**Run 1: signal wires on met2**

Scale: 6 px per um. Cells faint in the background.
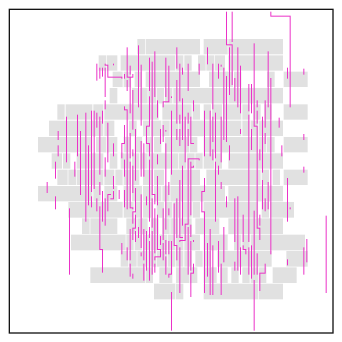
**Run 1: wiring by layer**

Scale: 6 px per um. Only two layers are drawn.
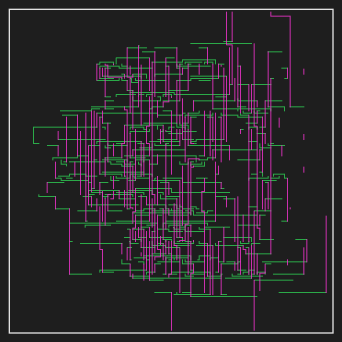
**Run 1: pin placement**

Scale: 10 px per um. Pins as bars across the die edge, other pins in grey.
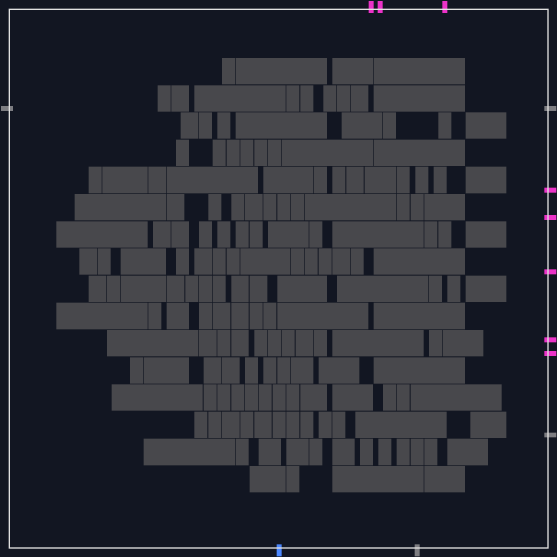
$ cat src/rtl/serial_byte_receiver.sv
// serial_byte_receiver: samples one serial bit per clock, frames it as
// start / DATA_BITS data bits (LSB first) / optional odd parity / stop,
// and reports each frame with a one-cycle done or err pulse.
module serial_byte_receiver #(
  parameter int unsigned DATA_BITS = 8,
  parameter int unsigned PARITY_EN = 0
) (
  input  logic                 clk,
  input  logic                 reset,
  input  logic                 in,
  output logic [DATA_BITS-1:0] out_byte,
  output logic                 done,
  output logic                 err
);

  localparam int unsigned CW = $clog2(DATA_BITS + 1);

  typedef enum logic [2:0] {
    S_IDLE,
    S_DATA,
    S_PARITY,
    S_STOP,
    S_WAIT
  } state_e;

  state_e               state_q, state_d;
  logic [CW-1:0]        cnt_q, cnt_d;
  logic [DATA_BITS-1:0] shift_q, shift_d;
  logic                 par_q, par_d;
  logic [DATA_BITS-1:0] out_q, out_d;
  logic                 done_q, done_d;
  logic                 err_q, err_d;

  // State and datapath registers, cleared asynchronously by active-low reset.
  always_ff @(posedge clk or negedge reset) begin
    if (!reset) begin
      state_q <= S_IDLE;
      cnt_q   <= '0;
      shift_q <= '0;
      par_q   <= 1'b0;
      out_q   <= '0;
      done_q  <= 1'b0;
      err_q   <= 1'b0;
    end else begin
      state_q <= state_d;
      cnt_q   <= cnt_d;
      shift_q <= shift_d;
      par_q   <= par_d;
      out_q   <= out_d;
      done_q  <= done_d;
      err_q   <= err_d;
    end
  end

  // Next-state, shift/parity accumulation and registered pulse generation.
  always_comb begin
    state_d = state_q;
    cnt_d   = cnt_q;
    shift_d = shift_q;
    par_d   = par_q;
    out_d   = out_q;
    done_d  = 1'b0;
    err_d   = 1'b0;

    unique case (state_q)
      S_IDLE: begin
        if (!in) begin
          state_d = S_DATA;
          cnt_d   = '0;
          par_d   = 1'b0;
        end
      end

      S_DATA: begin
        // Position-by-position write avoids an index wider than the vector.
        for (int unsigned i = 0; i < DATA_BITS; i++) begin
          if (cnt_q == CW'(i)) shift_d[i] = in;
        end
        par_d = par_q ^ in;
        cnt_d = cnt_q + CW'(1);
        if (cnt_q == CW'(DATA_BITS - 1)) begin
          state_d = (PARITY_EN != 0) ? S_PARITY : S_STOP;
        end
      end

      S_PARITY: begin
        par_d   = par_q ^ in;
        state_d = S_STOP;
      end

      S_STOP: begin
        if (in) begin
          state_d = S_IDLE;
          if ((PARITY_EN == 0) || par_q) begin
            out_d  = shift_q;
            done_d = 1'b1;
          end else begin
            err_d = 1'b1;
          end
        end else begin
          err_d   = 1'b1;
          state_d = S_WAIT;
        end
      end

      S_WAIT: begin
        if (in) state_d = S_IDLE;
      end

      default: state_d = S_IDLE;
    endcase
  end

  assign out_byte = out_q;
  assign done     = done_q;
  assign err      = err_q;

endmodule

$ cat config.mk
export PLATFORM = sky130hd
export DESIGN_NAME = serial_byte_receiver
export DESIGN_NICKNAME = d
export VERILOG_FILES = /design/src/rtl/serial_byte_receiver.sv
export SDC_FILE = /design/constraint.sdc
export NUM_CORES = 1
export LEC_CHECK = 0
export ABC_AREA = 1
export CORE_MARGIN = 4
export CORE_UTILIZATION = 58
export CTS_BUF_LIST = sky130_fd_sc_hd__clkbuf_8 sky130_fd_sc_hd__clkbuf_16
export CTS_CLUSTER_DIAMETER = 100
export DETAILED_ROUTE_END_ITERATION = 10
export GPL_TIMING_DRIVEN = 0
export PLACE_DENSITY = 0.9
export SETUP_SLACK_MARGIN = 0.3
export SYNTH_ARGS = -nofsm -noshare
export SYNTH_HDL_FRONTEND = slang
export SYNTH_SLANG_ARGS = --single-unit
$ cat constraint.sdc
create_clock -name clk -period 1.95 [get_ports clk]
set_clock_uncertainty 0.05 [all_clocks]
set_input_delay 0.2925 -clock clk [delete_from_list [all_inputs] [get_ports clk]]
set_output_delay 0.2925 -clock clk [all_outputs]
set_load 0.1 [all_outputs]
==> qor.yml, run 1 <==
status: "finished clean"
syn_inst: 152
yosys.area_share.aoi_pct: 3.92
flops: 25
syn_nets: 159
m1WireLength_um: 989
cts_num_sinks: 25
die_w_um: 53.7
ys_chip_area_mm2: 0.00121
synth-edff-count: 0
yosys_warnings: 0
drt_iter0_drc: 30
clk_share_pct: 3.16
cts.clk_slew.worst_paths_ns: 0.08
dpl.cell_count: 191
hold_path_startpoint: "shift_q[1]$_DFFE_PN0P_"
synth_adder_area_share_pct: 4.13
rsz0062_at_grt: "false"
comb_cells: 108
tritoncts: "yes"
tightestPinTransition_ns: 1.07
syn_avg_cell_area_um2: 7.98
maxSlewViolCount: 0
yosys.area_share.simple_pct: 32.6
vias_per_cell: 5.08
crit_start: "out_byte[7]$_DFFE_PN0P_"
synth_area_mm2: 0.00121
start_kind: "flip-flop"
routabilityCongestion: 0.787
slew_headroom_pct: 28.5
htreeDepth: 1
cts-resized-gates: 30
cp_max_fo: 2
hold_path.class: "flip-flop to flip-flop"
drtAntennaViolNets: 0
worstSetupPathType: "flip-flop to output pin"
cp-endpoint: "out_byte[7]"
hpwl_um: 1640
grt_most_used_layer: "met2"
postLayoutCoreUtil_pct: 71.8
finalSetupTns_ns: 0
flop_area_um2: 626
largest_area_cell: "dfrtp_1"
ys_top_cells_by_count: "62 x nand2_1, 25 x dfrtp_1, 15 x nand3_1"
highest_layer: "met4"
path_delay_family: "buffers and inverters"
cts_root_buf: "clkbuf_8"
holdBufCountCts: 0
netlist_logic_family_top: "simple AND/OR/NAND/NOR gates"
cts_made_buffers: 3
path_depth: 1
die_area_mm2: 0.00289
antenna_found_initial: 0
yosysMostFrequentCell: "nand2_1"
dr_wl_met3_um: 134
ff_type: "dfrtp_1"
warnings: 29
crit_arrival_ns: 1.18
grt_pass1_wl_um: 4020
signal_buffers: 16
r2r-start: "cnt_q[0]$_DFFE_PN0P_"
cp-end-kind: "output pin"
clock.fmax_mhz: 658
tapcell.inserted: 27
worstPathRequired_ns: 1.61
setup_viol: 0
ys_cells: 152
routed-wl-met2_um: 1120
maxCapViolCount: 0
drive_gt1_share_pct: 14.3
syn2layout_area_growth_pct: 17.4
mux_share_pct: 0
globalRouteMet3Util_pct: 2.49
top_cells_by_area: "dfrtp_1 52%, nand2_1 19%, nand3_1 6.2%, ha_1 4.1%, inv_1 4.0%"
coreArea_mm2: 0.00198
yosysUniqueCellTypes: 17
logic_area_um2: 493
hold_depth: 2
met1_usage_pct: 24.6
hold_slack_ns: 0.430
postCtsSetupRepairBufs: 0
vias: 991
grt_start_max_net_pins: 26
n_fill_cell: 122
ys_seq_share_pct: 51.6
sh_seq_area_pct: 43.9
fp-utilization_pct: 61.2
-- 'signal wires on met2' (at the start) --
longest straight run: 29.2 um
nets with wire on the layer: 140
main direction: vertical
wire length on this layer: 1120 um
met2 GRT Util: 32.9%
Routed WL: 2260 um

-- 'wiring by layer' (at the start) --
| layer | colour | wire length |
|---|---|---|
| M1 | green | 989 um |
| M2 | magenta | 1120 um |
routed len/inst: 11.6 um
total track usage: 19.2%

-- 'pin placement' (at the start) --
| port | colour | pins | direction | edge |
|---|---|---|---|---|
| `out_byte` | magenta | 8 | output | 5 right, 3 top |
| `in` | blue | 1 | input | bottom |
all pins by edge: 7 right, 3 top, 2 bottom, 1 left

run 1: cells in the final DEF, fill, tap and decap left out:
master           count
nand2_4              1
o31ai_1              1
nor2_2               2
inv_1               14
buf_2                2
nor2_1              12
clkbuf_8             3
nand2_1             62
buf_6                2
nand2_2              2
clkinv_4             1
nand3_1             15
nand4_1              1
clkdlybuf4s50_1      2
inv_2                1
o21ai_1              1
clkdlybuf4s15_2     10
o21ai_0              7
ha_1                 4
dfrtp_1             25
run 1: stage by stage:
stage	worst slack, ns	cell area [um^2]
2_1_floorplan	0.710	1210
3_3_place_gp	0.147	1370
3_5_place_dp	0.137	1370
4_1_cts	0.425	1420
5_1_grt	0.384	1420
6_report	0.431	1420
--- run 2 (diff from run 1) ---
CORE_UTILIZATION = 49   (was 58)
PLACE_DENSITY = 0.81   (was 0.9)
clock period = 1.3 ns   (was 1.95 ns; I/O delays follow)
**Run 2: pin placement**

Scale: 8 px per um. Pins as bars across the die edge, other pins in grey.
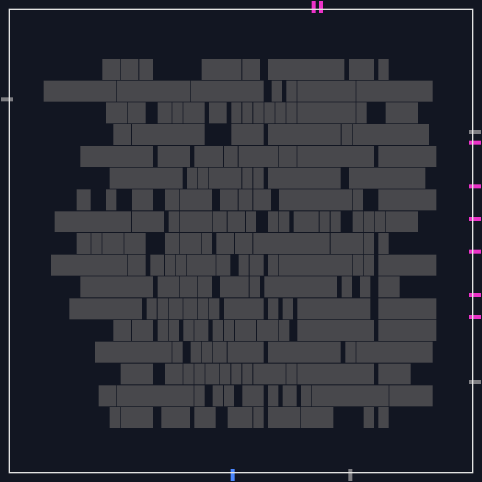
| port | colour | pins | direction | edge |
|---|---|---|---|---|
| `out_byte` | magenta | 8 | output | 6 right, 2 top |
| `in` | blue | 1 | input | bottom |

==> run 2 against run 1 <==
The flow now finishes with violations (negative hold slack). Sequential cell count stayed put. Area after synthesis stayed put. Final cell count grew 8.2%. Sequential share of layout area is 8.0 points lower. Setup slack worse by 0.42 ns. Final area rose by 26%. Register-to-register slack worse by 0.60 ns. Non-clock buffer count rose by 15. Largest cell class unchanged. Highest routed layer unchanged.
==> qor.yml, run 2 <==
status: "finished, violations left"
violations: "negative hold slack"
slew_headroom_pct: 59.8  # +31 points
setup_viol: 0  # unchanged
rsz0062_at_grt: "true"
warnings: 33  # +14%
vias: 1140  # +15%
grtUsageTotal_pct: 18.7  # -0.42 points
cts.clk_slew.worst_paths_ns: 0.08  # about the same
dpl_cell_area_mm2: 0.00139  # +1.8%
htreeDepth: 1  # unchanged
cp-end-kind: "flip-flop"
highest_layer: "met4"
drt_iter0_drc: 58  # +93%
ys_cells: 152  # unchanged
routabilityCongestion: 0.805  # +2.3%
yosysMostFrequentCell: "nand2_1"
globalRouteMet3Util_pct: 3.34  # +0.85 points
top_cells_by_area: "dfrtp_1 52%, nand2_1 19%, nand3_1 6.2%, ha_1 4.1%, inv_1 4.0%"
grt_most_used_layer: "met2"
crit_arrival_ns: 1.40  # +0.22 ns
hold_path.class: "input port to asynchronous set/reset pin"
grt_start_max_net_pins: 26  # unchanged
dpl.cell_count: 192  # +0.52%
finalSetupTns_ns: 0  # unchanged
postCtsSetupRepairBufs: 9  # +9
maxCapViolCount: 0  # unchanged
wirelength_um: 3350  # +48%
wire_per_inst_um: 15.9  # +37%
clock.fmax_mhz: 773
yosys.area_share.aoi_pct: 3.92  # unchanged
maxSlewViolCount: 0  # unchanged
layout_top_cell: "nand2_1"
vias_per_cell: 5.40  # +6.3%
largest_area_cell: "dfrtp_1"
cts_root_buf: "clkbuf_8"
synth-edff-count: 0  # unchanged
cts_made_buffers: 3  # unchanged
hpwl_um: 1770  # +7.9%
netlist_logic_family_top: "simple AND/OR/NAND/NOR gates"
n_fill_cell: 128  # +4.9%
met1_usage_pct: 19.4  # -5.2 points
fp-utilization_pct: 53.3  # -7.9 points
tritoncts: "yes"
coreArea_mm2: 0.00228  # +15%
grt_pass1_vias: 1115
place_ws_ns: -0.426  # -0.563 ns
cp_max_fo: 5  # +3
mux_share_pct: 0  # unchanged
syn_avg_cell_area_um2: 7.98  # unchanged
syn2layout_area_growth_pct: 47.5
postLayoutCoreUtil_pct: 78.6  # +6.7 points
ff_type: "dfrtp_1"
r2r-start: "state_q[2]$_DFFE_PN0P_"
ys_seq_share_pct: 51.6  # unchanged
path_delay_family: "simple AND/OR/NAND/NOR gates"
syn_inst: 152  # unchanged
stdcell_area_mm2: 0.00179  # +26%
path_depth: 7  # +6
die_area_mm2: 0.00333  # +16%
ys_chip_area_mm2: 0.00121  # unchanged
syn_nets: 159  # unchanged
tightestPinTransition_ns: 0.603  # -0.465 ns
antenna_found_initial: 0  # unchanged
met2_usage_pct: 35.3  # +2.5 points
yosys_warnings: 0  # unchanged
hold_viol: 25
flop_area_um2: 643  # +2.8%
crit_start: "state_q[2]$_DFFE_PN0P_"
cts_num_sinks: 25  # unchanged
start_kind: "flip-flop"
grt_pass1_wl_um: 4820  # +20%
logic_area_um2: 637  # +29%
dr_wl_met3_um: 182  # +36%
setup_ws_ns: 0.00660  # -0.425 ns
yosysUniqueCellTypes: 17  # unchanged
drive_gt1_share_pct: 45.9  # +32 points
die_w_um: 57.7  # +7.5%
synth_area_mm2: 0.00121  # unchanged
ys_top_cells_by_count: "62 x nand2_1, 25 x dfrtp_1, 15 x nand3_1"
m1WireLength_um: 1300  # +31%
final_layout_top_logic_cells: "53 x nand2_1, 14 x dfrtp_2, 13 x buf_4"
synth_adder_area_share_pct: 4.13  # unchanged
slowest_delay_ns: 0.42
cts-resized-gates: 118  # +290%
worstPathRequired_ns: 1.41  # -0.20 ns
hold_slack_ns: -0.0318  # -0.462 ns
routed-wl-met2_um: 1760  # +56%
worstSetupPathType: "flip-flop to flip-flop"
run 2: netlist changes by cell type in the layout (fill, tap and decap cells not counted), moves of 5 or more:
| cell | before | now |
|---|---|---|
| buf_12 | 0 | 7 |
| buf_4 | 0 | 13 |
| buf_6 | 2 | 7 |
| clkdlybuf4s15_2 | 10 | 1 |
| dfrtp_1 | 25 | 11 |
| dfrtp_2 | 0 | 14 |
| inv_1 | 14 | 8 |
| nand2_1 | 62 | 53 |
| nand2_2 | 2 | 9 |
| nor2_1 | 12 | 7 |
| o21ai_0 | 7 | 1 |
| o21ai_1 | 1 | 6 |
run 2: cell type report:
cell class	instances	share of cell area, %
timing repair buffer	27	17.4
tap	28	1.96
buffer	4	2.52
inverter	15	3.99
sequential	25	36.0
clock inverter	1	0.210
clock buffer	3	2.31
multi-input combinational	108	35.6
